File: src/rtl/execute_mem_stage.sv
// Execute / memory stage: runs the registered ALU op, issues data-memory
// accesses over a req/ack handshake, and drives the writeback register.
// Upstream ID/EX is stalled while an access is outstanding.
module execute_mem_stage #(
  parameter int DATA_W  = 16,
  parameter int ADDR_W  = 12,
  parameter int REG_W   = 4,
  parameter int TIMEOUT = 16
) (
  input  logic              clk,
  input  logic              reset,
  input  logic              validE,
  input  logic              RegWriteE,
  input  logic              MemWriteE,
  input  logic              MemToRegE,
  input  logic [1:0]        aluFuncE,
  input  logic [DATA_W-1:0] srcDataE1,
  input  logic [DATA_W-1:0] srcDataE2,
  input  logic [REG_W-1:0]  destAddE,
  output logic              stallE,
  output logic              memReq,
  output logic              memWe,
  output logic [ADDR_W-1:0] memAddr,
  output logic [DATA_W-1:0] memWdata,
  input  logic [DATA_W-1:0] memRdata,
  input  logic              memAck,
  output logic              validW,
  output logic              RegWriteW,
  output logic [REG_W-1:0]  destAddW,
  output logic [DATA_W-1:0] resultW,
  output logic              memErr
);

  localparam int CNT_W = (TIMEOUT > 2) ? $clog2(TIMEOUT) : 1;
  localparam logic [CNT_W-1:0] CNT_LAST = CNT_W'(TIMEOUT - 1);

  typedef enum logic {IDLE, MEM_WAIT} state_t;

  typedef struct packed {
    logic              req;
    logic              we;
    logic [ADDR_W-1:0] addr;
    logic [DATA_W-1:0] wdata;
  } mem_req_t;

  typedef struct packed {
    logic              valid;
    logic              regwrite;
    logic [REG_W-1:0]  dest;
    logic [DATA_W-1:0] result;
  } wb_t;

  // Outstanding-access bookkeeping
  typedef struct packed {
    logic             store;
    logic             regwrite;
    logic [REG_W-1:0] dest;
  } pend_t;

  state_t            state_q, state_nxt;
  mem_req_t          mreq_q, mreq_nxt;
  wb_t               wb_q, wb_nxt;
  pend_t             pend_q, pend_nxt;
  logic [CNT_W-1:0]  cnt_q, cnt_nxt;
  logic              err_q, err_nxt;
  logic [DATA_W-1:0] alu;
  logic              is_store, is_load, ack, timeout;

  // ALU: wrap-around add/sub, bitwise and/or
  always_comb begin
    case (aluFuncE)
      2'b00:   alu = srcDataE1 + srcDataE2;
      2'b01:   alu = srcDataE1 - srcDataE2;
      2'b10:   alu = srcDataE1 & srcDataE2;
      default: alu = srcDataE1 | srcDataE2;
    endcase
  end

  // Acks only count while a request is actually on the bus
  assign is_store = validE & MemWriteE;
  assign is_load  = validE & MemToRegE & ~MemWriteE;
  assign ack      = memAck & mreq_q.req;
  assign timeout  = (cnt_q == CNT_LAST) & ~ack;

  // State register
  always_ff @(posedge clk) begin
    if (!reset) state_q <= IDLE;
    else        state_q <= state_nxt;
  end

  // Next-state logic
  always_comb begin
    state_nxt = state_q;
    case (state_q)
      IDLE:     if (is_store | is_load) state_nxt = MEM_WAIT;
      MEM_WAIT: if (ack | timeout)      state_nxt = IDLE;
      default:  state_nxt = IDLE;
    endcase
  end

  // Output / datapath next values; registered below
  always_comb begin
    mreq_nxt        = mreq_q;
    wb_nxt          = wb_q;
    wb_nxt.valid    = 1'b0;
    wb_nxt.regwrite = 1'b0;
    pend_nxt        = pend_q;
    cnt_nxt         = cnt_q;
    err_nxt         = err_q;
    case (state_q)
      IDLE: begin
        cnt_nxt = '0;
        if (is_store) begin
          mreq_nxt = '{req: 1'b1, we: 1'b1, addr: srcDataE1[ADDR_W-1:0], wdata: srcDataE2};
          pend_nxt = '{store: 1'b1, regwrite: RegWriteE, dest: destAddE};
        end else if (is_load) begin
          mreq_nxt = '{req: 1'b1, we: 1'b0, addr: alu[ADDR_W-1:0], wdata: srcDataE2};
          pend_nxt = '{store: 1'b0, regwrite: RegWriteE, dest: destAddE};
        end else if (validE) begin
          wb_nxt = '{valid: 1'b1, regwrite: RegWriteE, dest: destAddE, result: alu};
        end
      end
      MEM_WAIT: begin
        if (ack) begin
          mreq_nxt.req = 1'b0;
          wb_nxt.valid = 1'b1;
          wb_nxt.dest  = pend_q.dest;
          if (!pend_q.store) begin
            wb_nxt.result   = memRdata;
            wb_nxt.regwrite = pend_q.regwrite;
          end
          cnt_nxt = '0;
        end else if (timeout) begin
          // Abort: retire as a non-writing instruction and flag the error
          mreq_nxt.req = 1'b0;
          wb_nxt.valid = 1'b1;
          wb_nxt.dest  = pend_q.dest;
          err_nxt      = 1'b1;
          cnt_nxt      = '0;
        end else begin
          cnt_nxt = cnt_q + CNT_W'(1);
        end
      end
      default: ;
    endcase
  end

  // Datapath / output registers
  always_ff @(posedge clk) begin
    if (!reset) begin
      mreq_q <= '0;
      wb_q   <= '0;
      pend_q <= '0;
      cnt_q  <= '0;
      err_q  <= 1'b0;
    end else begin
      mreq_q <= mreq_nxt;
      wb_q   <= wb_nxt;
      pend_q <= pend_nxt;
      cnt_q  <= cnt_nxt;
      err_q  <= err_nxt;
    end
  end

  assign stallE    = (state_q == MEM_WAIT);
  assign memReq    = mreq_q.req;
  assign memWe     = mreq_q.we;
  assign memAddr   = mreq_q.addr;
  assign memWdata  = mreq_q.wdata;
  assign validW    = wb_q.valid;
  assign RegWriteW = wb_q.regwrite;
  assign destAddW  = wb_q.dest;
  assign resultW   = wb_q.result;
  assign memErr    = err_q;

endmodule

File: config.mk
export PLATFORM = sky130hd
export DESIGN_NAME = execute_mem_stage
export DESIGN_NICKNAME = d
export VERILOG_FILES = /design/src/rtl/execute_mem_stage.sv
export SDC_FILE = /design/constraint.sdc
export NUM_CORES = 1
export LEC_CHECK = 0
export CAP_MARGIN = 10
export CELL_PAD_IN_SITES_DETAIL_PLACEMENT = 1
export CELL_PAD_IN_SITES_GLOBAL_PLACEMENT = 1
export CORE_MARGIN = 8
export CORE_UTILIZATION = 35
export DETAILED_ROUTE_END_ITERATION = 8
export GPL_ROUTABILITY_DRIVEN = 0
export PLACE_DENSITY = 0.88
export SLEW_MARGIN = 30
export SYNTH_ARGS = -nofsm -noshare
export SYNTH_HDL_FRONTEND = slang
export SYNTH_SLANG_ARGS = --single-unit
File: constraint.sdc
create_clock -name clk -period 4.45 [get_ports clk]
set_clock_uncertainty 0.15 [all_clocks]
set_input_delay 0.445 -clock clk [delete_from_list [all_inputs] [get_ports clk]]
set_output_delay 0.445 -clock clk [all_outputs]
set_load 0.1 [all_outputs]
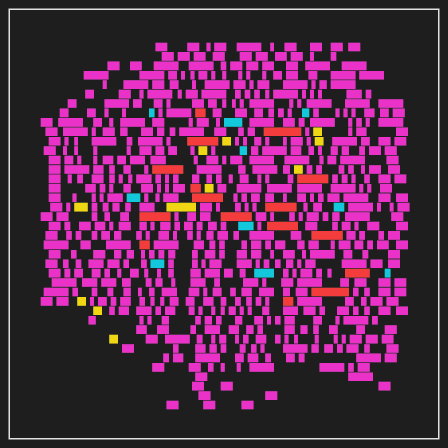
Fig. 1. Sizing map.
_0 and _1 cells: in magenta, cells 607, share 94%. _2 cells: in cyan, cells 10, share 1.6%. _6 and larger: in red, cells 16, share 2.5%. _3 and _4 cells: in yellow, cells 11, share 1.7%.
min setup slack post-route: 0.503 ns
area delta synth->final: 40.0%
non-clock buffer count: 124
design area: 0.00567 sq mm

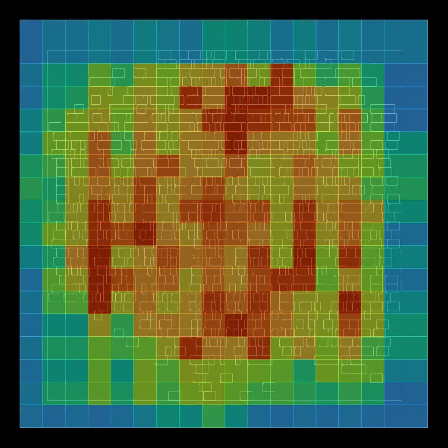
Fig. 2. Congestion heat map.
post-DR wirelength/cell: 20.5 um
global routing usage on met3: 0.0507
grt met1 use: 0.245
gr usage total: 0.206

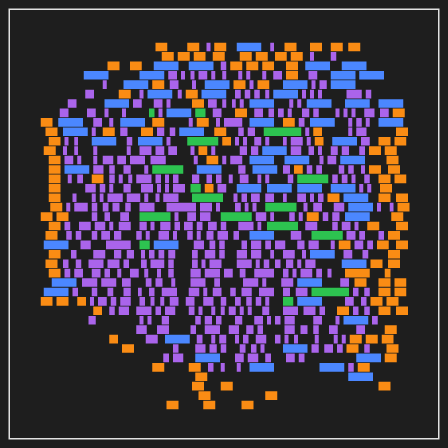
Fig. 3. Placement by cell class.
clock drivers and dummy loads: in green, cells 16, share of their area 5.9%. flops: in blue, cells 63, share of their area 23%. other buffers and delay cells: in orange, cells 124, share of their area 22%. combinational and other logic: in purple, cells 441, share of their area 49%.
Floorplan Core Area: 0.0114 sq mm
num rows: 39
Seq area share: 0.222

==> results.toml <==
# flow metrics
[drt]
via_count = 4492
highest_layer = "met5"
dr.pass1.iters = 4
drt-initial-drc-count = 268
viasPerCell = 5.71
met1_length_um = 6800
dr_wl_met2_um = 7730
met3_wirelength_um = 1180
postRouteWirelength_um = 16100

[final_layout]
clkCellAreaFrac = 0.0574
largest_class = "combinational gates"
fillCellCount = 1375
lay_top_cells = "113 x clkdlybuf4s50_1, 81 x nand2_1, 63 x dfxtp_1, 53 x a21oi_1, 45 x nor2_1"
diodes = 0
instances_no_fill = 787
drive_gt1_frac = 0.0575
comb_share = 0.463
comb.multi_input.count = 427
final_nets = 720
mostFrequentLayoutCell = "clkdlybuf4s50_1"
num-nonclk-inverters = 14

[floorplan]
ioPinCount = 115
die_w_um = 124
die-height_um = 124
n_tap_cell = 143

[setup_path]
crit_start = "srcDataE2[2]"
path_depth = 13
critPathTopFamily = "AND-OR/OR-AND gates"
required_ns = 4.54
crit_path_top_delay_cell = "or4_4"
startpoint_type = "input port"
path_cells = "clkdlybuf4s50_1 -> or4_4 -> nor3_1 -> a21o_1 -> o21ai_0 -> xnor2_1 -> ha_1 -> a21oi_1 -> a21boi_0 -> o21ai_0 -> a31oi_1 -> o311ai_0 -> a211oi_1"
ff2ff_path_depth = 8
reg2reg_slack_ns = 1.90
path_max_fanout = 8
critPathCaptureType = "flip-flop"
crit_path_frequent_cell = "o21ai_0"
r2r-start = "stallE"

[synthesis]
synth_seq_share = 0.311
yosysTopAreaCellShare = 0.311
yosys.area_share.simple = 0.222
ys_types = 54
edf_count = 0
ys_sh_aoi = 0.268
ys_cells = 535
yosysWarnings = 0
ys_seq_elements = 63
synth.area.mux_share = 0.0179
syn_area_sq_mm = 0.00405
fa_ha_area_frac = 0.0859
synthArstFlopShare = 0
topCellsByArea = "dfxtp_1 31%, nand2_1 7.5%, a21oi_1 6.6%"
ff_type = "dfxtp_1"

[grt]
grt_pass1_vias = 4667
use_met2 = 0.356
grt_antenna_before_repair = 1
top_usage_layer = "met2"
grt_pass1_wl_um = 24700

[pwr]
p_sw_frac = 0.383
pwr-share-comb = 0.350
p_total_mw = 2.17
p_clk_frac = 0.362
p_clk_mw = 0.787

[clock_network]
hold_buffers = 0
cts_tree = "yes"
cts-buffers-inserted = 9
clock-sinks = 63
clkTransAtPathRegs_ns = 0.06
cts_setup_buffers = 0
htreeDepth = 3

[sta]
hold_violations = 0
period_used_share = 0.887
max_freq_ghz = 0.253
relSlewSlack = 0.316
finalMaxSlewViolations = 0
rsz0062_at_grt = "no"
final-setup-viol-count = 0
tns_ns = 0
whs_ns = 0.318

[flow_run]
warning_count = 28

[worst_hold_path]
holdPathEnd = "memWdata[11]"
worst_hold_path_type = "flip-flop to flip-flop"
min-delay-start = "memWdata[11]"

[placement]
dpl_cell_area_sq_mm = 0.00534

[run_status]
status = "finished, final reports clean"
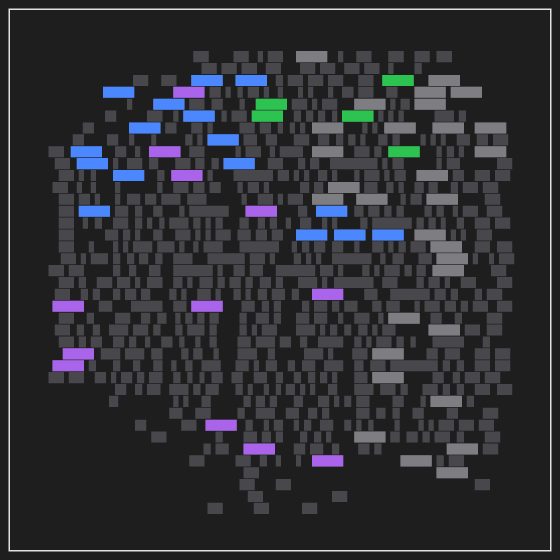
Fig. 4. Register map, names as in the netlist.
Other sequential cells in the stronger gray, the rest of the logic in the fainter gray.
memAddr: in purple, flops 12. memWdata: in blue, flops 16. pend_q: in green, flops 5.
Another 30 sequential cells are not colored.
utilization after layout: 0.499
Seq. cell area: 0.00126 sq mm
power in sequential cells: 0.625 mW

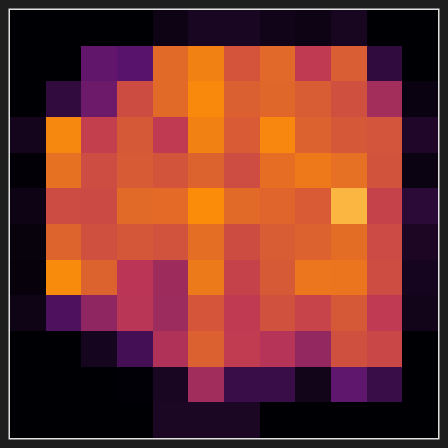
Fig. 5. Cell area per tile.
12 x 12 tiles, from black (low) to pale yellow (high), 0 to 100% covered.
0.70% of the tiles are over 75% full. The densest ninth of the die: center. The mean over all tiles is 36%.
Starting Density: 0.356

[synth_stat cells (2+ instances only)]
library cell / instances
a211oi_1: 11
a21boi_0: 24
a21o_1: 3
a21oi_1: 53
a22oi_1: 2
a31oi_1: 8
and2_1: 4
and3_1: 3
buf_1: 3
clkbuf_1: 28
dfxtp_1: 63
ha_1: 19
inv_1: 14
maj3_1: 9
mux2_2: 2
mux2i_1: 5
nand2_1: 81
nand2b_1: 6
nand3_1: 20
nor2_1: 46
nor2b_1: 9
nor3_1: 7
nor3b_1: 2
nor4_1: 3
nor4b_1: 2
o211ai_1: 10
o21a_1: 2
o21ai_0: 42
o221ai_1: 7
or3_1: 2
xnor2_1: 18
xor2_1: 5
[worst min-delay path, cell delays in order (launching register included)]
cell and delay, ns:
dfxtp_1 0.30, nand2_1 0.05, a21boi_0 0.07
No activity file was given, so power comes from the tool's default toggle rates.
